**src/rtl/frame_packer_if.sv**
```systemverilog
// Command, payload and framed-output bundle between a frame source and
// frame_packer.
interface frame_packer_if;
   // Handshakes: a word or command moves on a rising clk_in edge where valid
   // and ready are both high; valid may rise without waiting for ready, and
   // the source holds its data stable until the transfer completes.
   logic        cmd_valid;
   logic        cmd_ready;
   logic [7:0]  cmd_ch;
   logic [2:0]  cmd_len_m1;
   logic        pld_valid;
   logic        pld_ready;
   logic [15:0] pld_data;
   logic [15:0] data_out;
   logic        data_out_vld;

   modport master (
      output cmd_valid, cmd_ch, cmd_len_m1, pld_valid, pld_data,
      input  cmd_ready, pld_ready, data_out, data_out_vld
   );

   modport slave (
      input  cmd_valid, cmd_ch, cmd_len_m1, pld_valid, pld_data,
      output cmd_ready, pld_ready, data_out, data_out_vld
   );
endinterface

```
**src/rtl/frame_packer.sv**
```systemverilog
// Buffers a 1-8 word payload, computes CRC-16-CCITT over it and emits
// header, channel, payload, CRC and trailer as one contiguous word stream.
module frame_packer #(
   parameter logic [31:0] HEADER    = 32'hE0E0E0E0,
   parameter logic [31:0] TRAILER   = 32'h0E0E0E0E,
   parameter logic [15:0] IDLE_WORD = 16'h0000,
   parameter int          MAX_WORDS = 8
) (
   input  logic          clk_in,
   input  logic          rst_n,
   frame_packer_if.slave bus,
   output logic          busy,
   output logic          err_ch,
   output logic [15:0]   frame_cnt,
   output logic [3:0]    state_dbg
);

   typedef enum logic [3:0] {
      S_IDLE, S_LOAD, S_HDR_H, S_HDR_L, S_CH, S_PLD, S_CRC, S_TRL_H, S_TRL_L
   } state_t;

   state_t      state_q, state_nxt;
   logic [2:0]  cnt_q, cnt_nxt;
   logic [2:0]  len_q;
   logic [7:0]  ch_q;
   logic [15:0] crc_q;
   logic [15:0] pld_buf [MAX_WORDS];
   logic [15:0] dout_nxt;
   logic        vld_nxt;
   logic        ch_onehot;
   logic        cmd_acc;
   logic        pld_acc;

   function automatic logic [15:0] crc_update(input logic [15:0] c, input logic [15:0] d);
      logic [15:0] r;
      logic        fb;
      r = c;
      for (int i = 15; i >= 0; i--) begin
         fb = d[i] ^ r[15];
         r  = {r[14:0], 1'b0} ^ (fb ? 16'h1021 : 16'h0000);
      end
      return r;
   endfunction

   assign ch_onehot = (bus.cmd_ch != 8'h00) && ((bus.cmd_ch & (bus.cmd_ch - 8'd1)) == 8'h00);
   assign cmd_acc   = (state_q == S_IDLE) && bus.cmd_valid;
   assign pld_acc   = (state_q == S_LOAD) && bus.pld_valid;
   assign state_dbg = state_q;

   always_ff @(posedge clk_in or negedge rst_n) begin
      if (!rst_n) begin
         state_q <= S_IDLE;
         cnt_q   <= 3'd0;
      end else begin
         state_q <= state_nxt;
         cnt_q   <= cnt_nxt;
      end
   end

   // cnt is the write index while loading and the read index while sending payload.
   always_comb begin
      state_nxt = state_q;
      cnt_nxt   = cnt_q;
      unique case (state_q)
         S_IDLE: if (cmd_acc && ch_onehot) begin
            state_nxt = S_LOAD;
            cnt_nxt   = 3'd0;
         end
         S_LOAD: if (pld_acc) begin
            if (cnt_q == len_q) begin
               state_nxt = S_HDR_H;
               cnt_nxt   = 3'd0;
            end else begin
               cnt_nxt = cnt_q + 3'd1;
            end
         end
         S_HDR_H: state_nxt = S_HDR_L;
         S_HDR_L: state_nxt = S_CH;
         S_CH:    state_nxt = S_PLD;
         S_PLD: begin
            if (cnt_q == len_q) begin
               state_nxt = S_CRC;
               cnt_nxt   = 3'd0;
            end else begin
               cnt_nxt = cnt_q + 3'd1;
            end
         end
         S_CRC:   state_nxt = S_TRL_H;
         S_TRL_H: state_nxt = S_TRL_L;
         S_TRL_L: state_nxt = S_IDLE;
         default: state_nxt = S_IDLE;
      endcase
   end

   // The output word is chosen from the next state so it is registered and
   // appears exactly in the cycle its state is entered.
   always_comb begin
      bus.cmd_ready = (state_q == S_IDLE);
      bus.pld_ready = (state_q == S_LOAD);
      busy          = (state_q != S_IDLE);
      dout_nxt      = IDLE_WORD;
      vld_nxt       = 1'b1;
      unique case (state_nxt)
         S_HDR_H: dout_nxt = HEADER[31:16];
         S_HDR_L: dout_nxt = HEADER[15:0];
         S_CH:    dout_nxt = {8'h00, ch_q};
         S_PLD:   dout_nxt = pld_buf[cnt_nxt];
         S_CRC:   dout_nxt = crc_q;
         S_TRL_H: dout_nxt = TRAILER[31:16];
         S_TRL_L: dout_nxt = TRAILER[15:0];
         default: vld_nxt  = 1'b0;
      endcase
   end

   always_ff @(posedge clk_in or negedge rst_n) begin
      if (!rst_n) begin
         bus.data_out     <= IDLE_WORD;
         bus.data_out_vld <= 1'b0;
         err_ch           <= 1'b0;
         frame_cnt        <= 16'h0000;
         crc_q            <= 16'h0000;
         ch_q             <= 8'h00;
         len_q            <= 3'd0;
      end else begin
         bus.data_out     <= dout_nxt;
         bus.data_out_vld <= vld_nxt;
         err_ch           <= cmd_acc && !ch_onehot;
         if (cmd_acc && ch_onehot) begin
            ch_q  <= bus.cmd_ch;
            len_q <= bus.cmd_len_m1;
            crc_q <= 16'h0000;
         end else if (pld_acc) begin
            crc_q <= crc_update(crc_q, bus.pld_data);
         end
         if (state_q == S_TRL_L) frame_cnt <= frame_cnt + 16'd1;
      end
   end

   always_ff @(posedge clk_in) begin
      if (pld_acc) pld_buf[cnt_q] <= bus.pld_data;
   end

endmodule

```
**src/flat_wrapper.sv**
```systemverilog
// flat-port wrapper written by rule: the top's interface ports become plain ports
module frame_packer_flat 
#(
   parameter logic [31:0] HEADER    = 32'hE0E0E0E0,
   parameter logic [31:0] TRAILER   = 32'h0E0E0E0E,
   parameter logic [15:0] IDLE_WORD = 16'h0000,
   parameter int          MAX_WORDS = 8
)
  (clk_in, rst_n, busy, err_ch, frame_cnt, state_dbg, bus_cmd_valid, bus_cmd_ch, bus_cmd_len_m1, bus_pld_valid, bus_pld_data, bus_cmd_ready, bus_pld_ready, bus_data_out, bus_data_out_vld);
  frame_packer_if bus_i ();
  input  logic clk_in;
  input  logic rst_n;
  output logic busy;
  output logic err_ch;
  output logic [15:0] frame_cnt;
  output logic [3:0] state_dbg;
  input wire logic [$bits(bus_i.cmd_valid)-1:0] bus_cmd_valid;
  input wire logic [$bits(bus_i.cmd_ch)-1:0] bus_cmd_ch;
  input wire logic [$bits(bus_i.cmd_len_m1)-1:0] bus_cmd_len_m1;
  input wire logic [$bits(bus_i.pld_valid)-1:0] bus_pld_valid;
  input wire logic [$bits(bus_i.pld_data)-1:0] bus_pld_data;
  output wire logic [$bits(bus_i.cmd_ready)-1:0] bus_cmd_ready;
  output wire logic [$bits(bus_i.pld_ready)-1:0] bus_pld_ready;
  output wire logic [$bits(bus_i.data_out)-1:0] bus_data_out;
  output wire logic [$bits(bus_i.data_out_vld)-1:0] bus_data_out_vld;
  assign bus_i.cmd_valid = bus_cmd_valid;
  assign bus_i.cmd_ch = bus_cmd_ch;
  assign bus_i.cmd_len_m1 = bus_cmd_len_m1;
  assign bus_i.pld_valid = bus_pld_valid;
  assign bus_i.pld_data = bus_pld_data;
  assign bus_cmd_ready = bus_i.cmd_ready;
  assign bus_pld_ready = bus_i.pld_ready;
  assign bus_data_out = bus_i.data_out;
  assign bus_data_out_vld = bus_i.data_out_vld;
  frame_packer #(.HEADER(HEADER), .TRAILER(TRAILER), .IDLE_WORD(IDLE_WORD), .MAX_WORDS(MAX_WORDS)) u_core (.clk_in(clk_in), .rst_n(rst_n), .bus(bus_i), .busy(busy), .err_ch(err_ch), .frame_cnt(frame_cnt), .state_dbg(state_dbg));
endmodule
```
**config.mk**
```make
export PLATFORM = sky130hd
export DESIGN_NAME = frame_packer_flat
export DESIGN_NICKNAME = d
export VERILOG_FILES = /design/src/rtl/frame_packer_if.sv /design/src/rtl/frame_packer.sv /design/src/flat_wrapper.sv
export SDC_FILE = /design/constraint.sdc
export NUM_CORES = 1
export LEC_CHECK = 0
export CORE_MARGIN = 1
export CORE_UTILIZATION = 40
export CTS_CLUSTER_DIAMETER = 60
export DETAILED_ROUTE_END_ITERATION = 10
export GPL_TIMING_DRIVEN = 1
export SLEW_MARGIN = 10
export SYNTH_ARGS = -nofsm -noshare
export SYNTH_HDL_FRONTEND = slang
export SYNTH_SLANG_ARGS = --single-unit
```
**constraint.sdc**
```tcl
create_clock -name clk_in -period 9.3 [get_ports clk_in]
set_input_delay 0.93 -clock clk_in [delete_from_list [all_inputs] [get_ports clk_in]]
set_output_delay 0.93 -clock clk_in [all_outputs]
set_load 0.02 [all_outputs]
```
Track usage over the die:
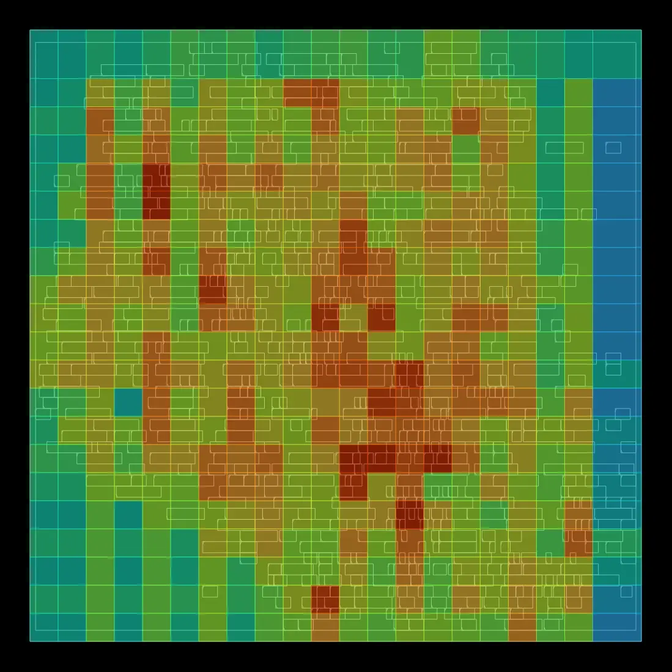
Wirelength per Cell: 20.1 um
Util after Layout: 49.1%
grt met1 use: 24.3%
Total Routing Usage GR: 18.7%
layer with the highest usage: met2

==> impl_metrics.tcl <==
# collected from the flow reports
set metrics [dict create \
    fa_ha_area_share_pct 0.286 \
    slew_viol_final 0 \
    grt_max_degree 69 \
    vias 5509 \
    synth.logic.top_family "multiplexers" \
    dieWidth_um 150 \
    cts_setup_buffers 0 \
    cp_num_cells 9 \
    seq_area_um2 5550 \
    rsz0062_at_grt "no" \
    warnings 26 \
    synthFlopType "edfxtp_1" \
    fin_skew_ps 10.5 \
    cts_made_buffers 17 \
    ys_sh_mux_pct 9.93 \
    yosysCellCount 629 \
    clock_sinks 196 \
    routed_wl_um 20000 \
    p_leak_nw 3.91 \
    r2r_slack_ps 5680 \
    antenna_cells 0 \
    grt_pass1_vias 5446 \
    crit_buf_inv 2 \
    status "completed" \
    cap_violations 0 \
    root_buffer "clkbuf_16" \
]
Placement density heat map:
The die is cut into 15 by 15 equal tiles; dark blue is low, red is high, 0 to 100% covered.
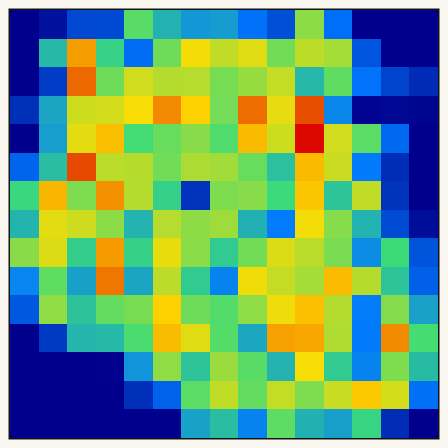
nearly empty tiles	14%
tiles over 75% full	11%
mean over tiles	45%
Core Region: 21200 um2
fp util: 41.2%

[stage by stage]
stage	power (W)	hold WS, ps
2_1_floorplan	0.00218	480
3_3_place_gp	0.00253	464
3_5_place_dp	0.00256	464
4_1_cts	0.00333	477
5_1_grt	0.00349	517
6_report	0.00331	475
[power breakdown]
group / internal [W] / switching, W
combinational: 0.000601 / 0.000800
clock: 0.000443 / 0.000321
sequential: 0.00105 / 0.000101
[routing by layer]
layer	track usage, %	vias up	part of all wire (%)
li1	-	2520	-
met3	3.63	27	3.8
met2	31.3	157	49
met1	24.3	2805	45
met4	6.36	0	2.3
met5	0	-	0
Power figures rest on the tool's default switching activity, not on a simulated workload.
